<file path="src/rtl/param_stack.sv">
// LIFO stack with a combinational top-of-stack peek and a registered pop output.
// Define PARAM_STACK_ERR_FLAGS_EN to build the sticky overflow/underflow flags.
module param_stack #(
  parameter int WIDTH = 8,
  parameter int DEPTH = 16
) (
  input  logic                       clk,
  input  logic                       reset,
  input  logic                       push,
  input  logic                       pop,
  input  logic [WIDTH-1:0]           data_in,
  output logic [WIDTH-1:0]           data_out,
  output logic                       data_valid,
  output logic [WIDTH-1:0]           top,
  output logic [$clog2(DEPTH+1)-1:0] count,
  output logic                       stack_empty,
  output logic                       stack_full,
  input  logic                       err_clr,
  output logic                       overflow,
  output logic                       underflow
);

  localparam int CW = $clog2(DEPTH + 1);
  localparam int AW = (DEPTH > 1) ? $clog2(DEPTH) : 1;

  logic [WIDTH-1:0] mem_q [DEPTH];
  logic [CW-1:0]    count_q, count_d;
  logic [WIDTH-1:0] data_out_q, data_out_d;
  logic             data_valid_q, data_valid_d;
  logic             wr_en;
  logic [AW-1:0]    wr_addr;
  logic [CW-1:0]    top_ptr;
  logic [AW-1:0]    top_idx;
  logic [WIDTH-1:0] top_entry;
  logic             empty, full;

  assign empty     = (count_q == '0);
  assign full      = (count_q == CW'(DEPTH));
  assign top_ptr   = count_q - CW'(1);
  assign top_idx   = top_ptr[AW-1:0];
  assign top_entry = mem_q[top_idx];

  always_comb begin
    count_d      = count_q;
    data_out_d   = data_out_q;
    data_valid_d = 1'b0;
    wr_en        = 1'b0;
    wr_addr      = count_q[AW-1:0];
    if (push && pop) begin
      if (!empty) begin
        // Replace: hand out the old top and overwrite it in place.
        data_out_d   = top_entry;
        data_valid_d = 1'b1;
        wr_en        = 1'b1;
        wr_addr      = top_idx;
      end else begin
        wr_en   = 1'b1;
        count_d = count_q + CW'(1);
      end
    end else if (push) begin
      if (!full) begin
        wr_en   = 1'b1;
        count_d = count_q + CW'(1);
      end
    end else if (pop) begin
      if (!empty) begin
        data_out_d   = top_entry;
        data_valid_d = 1'b1;
        count_d      = top_ptr;
      end
    end
  end

  always_ff @(posedge clk) begin
    if (reset) begin
      count_q      <= '0;
      data_out_q   <= '0;
      data_valid_q <= 1'b0;
    end else begin
      count_q      <= count_d;
      data_out_q   <= data_out_d;
      data_valid_q <= data_valid_d;
    end
  end

  // Storage is deliberately left out of reset; only the pointer matters.
  always_ff @(posedge clk) begin
    if (!reset && wr_en) begin
      mem_q[wr_addr] <= data_in;
    end
  end

  assign data_out    = data_out_q;
  assign data_valid  = data_valid_q;
  assign count       = count_q;
  assign stack_empty = empty;
  assign stack_full  = full;
  assign top         = empty ? '0 : top_entry;

`ifdef PARAM_STACK_ERR_FLAGS_EN
  logic overflow_q, overflow_d;
  logic underflow_q, underflow_d;

  // A new error in the same cycle as err_clr keeps the flag set.
  always_comb begin
    overflow_d  = err_clr ? 1'b0 : overflow_q;
    underflow_d = err_clr ? 1'b0 : underflow_q;
    if (push && !pop && full) overflow_d = 1'b1;
    if (pop && empty) underflow_d = 1'b1;
  end

  always_ff @(posedge clk) begin
    if (reset) begin
      overflow_q  <= 1'b0;
      underflow_q <= 1'b0;
    end else begin
      overflow_q  <= overflow_d;
      underflow_q <= underflow_d;
    end
  end

  assign overflow  = overflow_q;
  assign underflow = underflow_q;
`else
  logic unused_err_clr;
  assign unused_err_clr = err_clr;
  assign overflow       = 1'b0;
  assign underflow      = 1'b0;
`endif

endmodule

</file>
<file path="config.mk">
export PLATFORM = sky130hd
export DESIGN_NAME = param_stack
export DESIGN_NICKNAME = d
export VERILOG_FILES = /design/src/rtl/param_stack.sv
export SDC_FILE = /design/constraint.sdc
export NUM_CORES = 1
export LEC_CHECK = 0
export CAP_MARGIN = 20
export CORE_MARGIN = 2
export CORE_UTILIZATION = 53
export CTS_CLUSTER_SIZE = 30
export DETAILED_ROUTE_END_ITERATION = 7
export GPL_ROUTABILITY_DRIVEN = 0
export PLACE_DENSITY = 0.72
export SYNTH_ARGS = -nofsm -noshare
export SYNTH_HDL_FRONTEND = slang
export SYNTH_SLANG_ARGS = --single-unit
</file>
<file path="constraint.sdc">
create_clock -name clk -period 4 [get_ports clk]
set_input_delay 0.4 -clock clk [delete_from_list [all_inputs] [get_ports clk]]
set_output_delay 0.4 -clock clk [all_outputs]
set_load 0.02 [all_outputs]
</file>
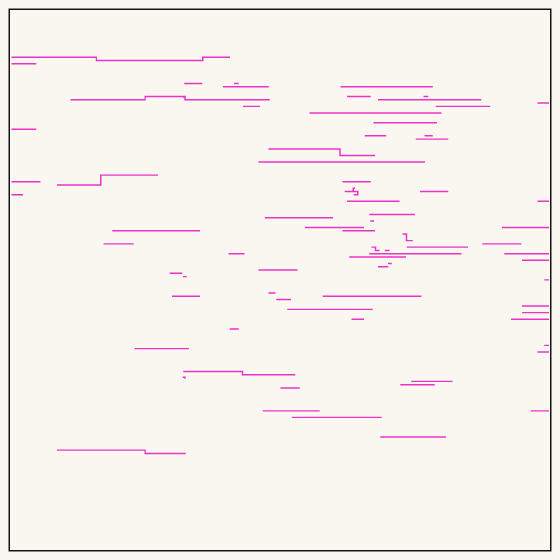
run_1/layer_met3.png
The layer carries 704 um of wire. The wires run mostly horizontal. The longest straight run is 34.3 um.
vias post-DR: 3831
GR Layer Usage met3: 5.72%
WL final: 13.2 mm

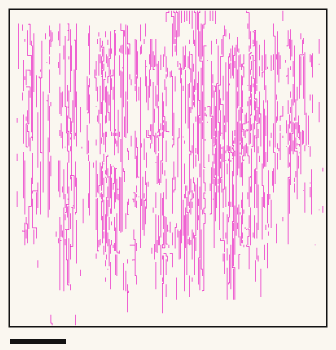
run_1/layer_met2.png
Bar = 20 um.
433 nets have wire on it. The layer carries 6490 um of wire. The layer holds 49% of the routed length. The longest straight run is 67.7 um. The wires run mostly vertical.

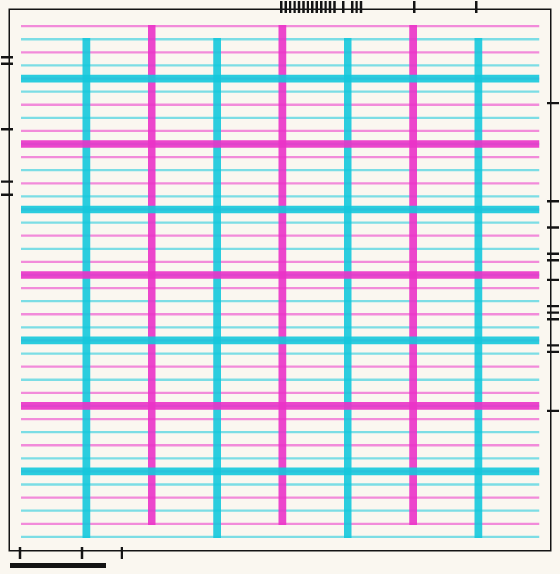
run_1/power_grid.png
Bar = 20 um. Pins as bars on the die edge.
Key: magenta = VDD; cyan = VSS
7 straps on met5. 7 straps on met4. 40 met1 rails follow the rows.

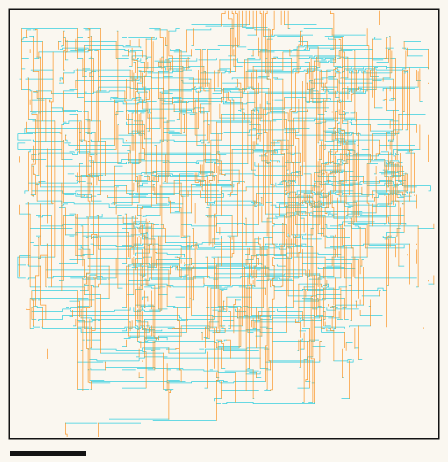
run_1/wires.png
Bar = 20 um. Two of the layers only.
Key: cyan = metal 1 [wire length 5710 um]; orange = metal 2 [wire length 6490 um]
wire per inst: 20.5 um
GR Util All Layers: 22.1%

==> results.yml, run 1 <==
# synthesis and place-and-route metrics
worst_setup_path:
  criticalPathCategory: "reg -> out"
  path_delay_family: "buffers and inverters"
  r2r_cells: 7
  critPathMaxStageDelay_ns: 0.63
  start_kind: "flop"
power:
  combPwrFrac_pct: 50.3
  p_sw_uw: 2630
finish:
  drive_above_1_share_pct: 14.5
  dominant_cells: "flip-flops and latches"
  seqCellArea_sq_um: 4130
  comb_area_sq_um: 1900
  comb_share_pct: 26.1
  seq_share_pct: 56.7
  layout_top_cell: "edfxtp_1"
  final_cell_mix: "edfxtp_1, mux2i_1, nand3_1"
yosys:
  ys_seq_share_pct: 66.5
  synth-edff-count: 128
  adder_share_pct: 0.605
  yosys_cells: 445
sta:
  fin_setup_tns_ns: 0
  setup_violations: 0
  max_freq_mhz: 263
  fin_skew_ns: 0.00660
run:
  warnings: 29
cts:
  post-cts-setup-buffers: 0
drt:
  drt_iter0_markers: 291
floorplan:
  chipArea_sq_um: 12600
  rows: 39
run_status:
  status: "complete, no violations"
global_routing:
  grt_pass1_vias: 3824
  antenna_found_initial: 0
placed_design:
  dp_cells: 608
worst_hold_path:
  holdPathStages: 1
  hp-class: "reg -> reg"
==> run 1: power by group through the flow <==
stage / combinational [uW] / sequential, uW / clock [uW]
CTS: 3280 / 1840 / 1440
finish: 3300 / 1840 / 1420
detailed placement: 3260 / 1870 / 0
global placement: 3210 / 1860 / 0
floorplan: 2300 / 1860 / 0
global route: 3560 / 1850 / 1500
==> run 1: routing by layer <==
metal	vias up	wire length [um]
met2	130	6490
met5	-	0
li1	1785	-
met3	20	703
met4	0	250
met1	1896	5710
==> run 1: sequential cells by signal, summed over array words and instances (netlist names) <==
register    flops
data_out        8
count           5
mem_q         128
data_valid      1
run_1/clocks.png
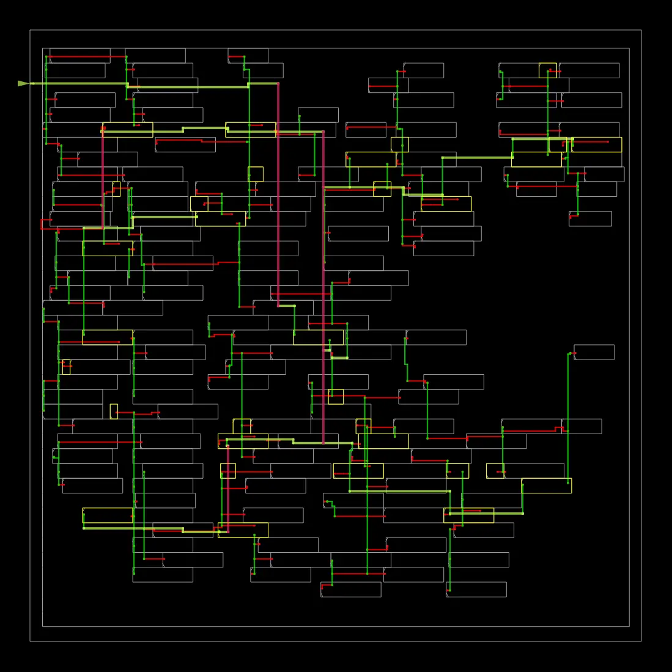

==> run 1 -> run 2 <==
- DONT_BUFFER_PORTS: not set -> 1
- PLACE_DENSITY: 0.72 -> 0.68
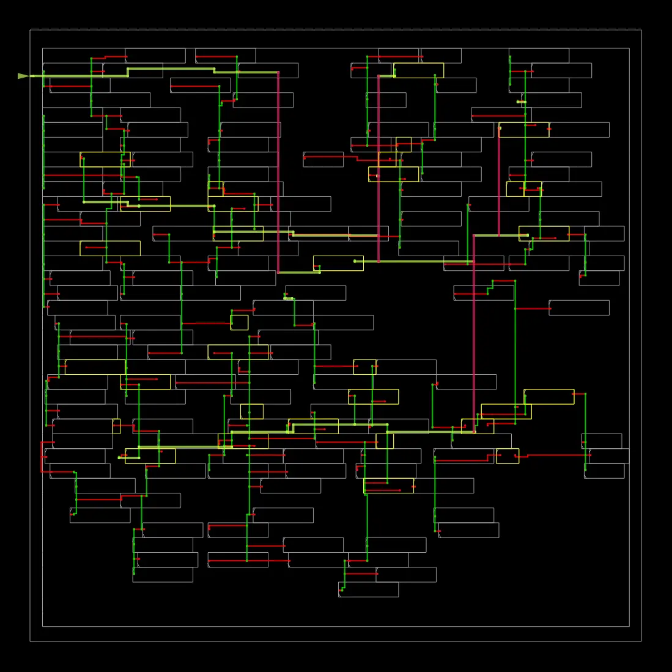
run_2/clocks.png
clock sinks: 142
Worst-Skew Late Latency: 0.42 ns
P_clk: 1650 uW
Setup Skew: 0.00680 ns

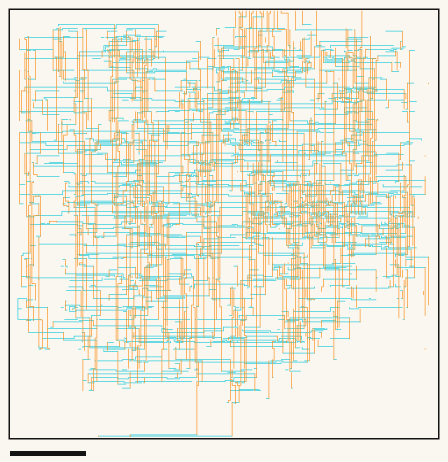
run_2/wires.png
Bar = 20 um. Two of the layers only.
Key: cyan = metal 1 [wire length 5940 um]; orange = metal 2 [wire length 6530 um]

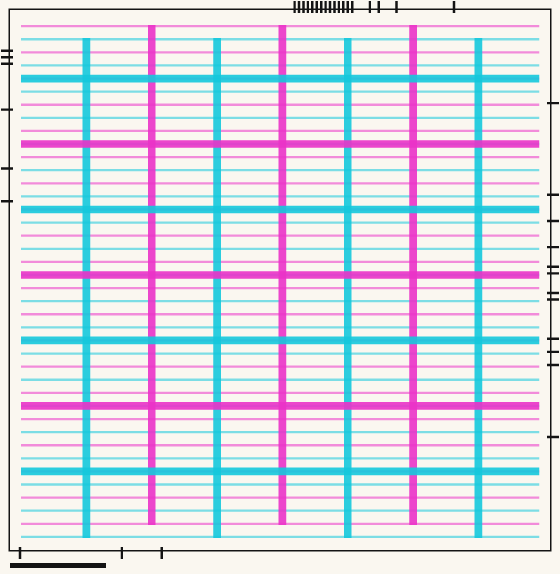
run_2/power_grid.png
Bar = 20 um. Pins as bars on the die edge.
Key: cyan = VSS; magenta = VDD
7 straps on met4. The core has 39 rows. 7 straps on met5. 39 signal pins sit on the boundary.
maximum VDD drop: 0.705 mV
Die Y: 112 um
core area: 11400 sq um

==> run 2 against run 1 <==
  * Power increased by 1.3%
  * Register-to-register slack worse by 0.28 ns
  * Final cell count down 3.7%
  * Via count shrank 0.31%
  * Largest cell class unchanged
==> results.yml, run 2 <==
# synthesis and place-and-route metrics
run_status:
  status: "complete, no violations"
floorplan:
  rows: 39
  chipArea_sq_um: 12600
yosys:
  ys_seq_share_pct: 66.5
drt:
  top_layer: "met4"
  drt-total-wl_mm: 13.7
  met1_length_mm: 5.94
  wl_met2_mm: 6.53
  met3_length_um: 843
  vias: 3819
finish:
  final_cell_mix: "edfxtp_1, mux2i_1, nand3_1"
  seqCellArea_sq_um: 4120
  drive_above_1_share_pct: 17.7
  comb_area_sq_um: 1900
worst_setup_path:
  criticalPathCategory: "reg -> out"
  r2r_cells: 7
  path_delay_family: "buffers and inverters"
global_routing:
  grt_util_all_layers_pct: 22.7
  antenna_found_initial: 0
sta:
  max_freq_mhz: 263
  fin_setup_tns_ns: 0
placed_design:
  dp_cells: 585
## run 2: power by group
| group | switching (uW) | internal [uW] | total, uW |
|---|---|---|---|
| clock | 642 | 1000 | 1650 |
| sequential | 141 | 1730 | 1870 |
| combinational | 1890 | 1230 | 3120 |
| total | 2680 | 3960 | 6640 |
## run 2: how the worst min path moves through the flow
| stage | endpoint | slack (ns) | cells past startpoint |
|---|---|---|---|
| after floorplan | mem_q[0][0] | 0.50 | 0 |
| after global placement | count[1] | 0.47 | 1 |
| after detailed placement | count[2] | 0.48 | 1 |
| after CTS | count[2] | 0.03 | 1 |
| after global routing | count[1] | 0.03 | 1 |
| final | count[2] | 0.05 | 1 |
Power figures rest on the tool's default switching activity, not on a simulated workload.
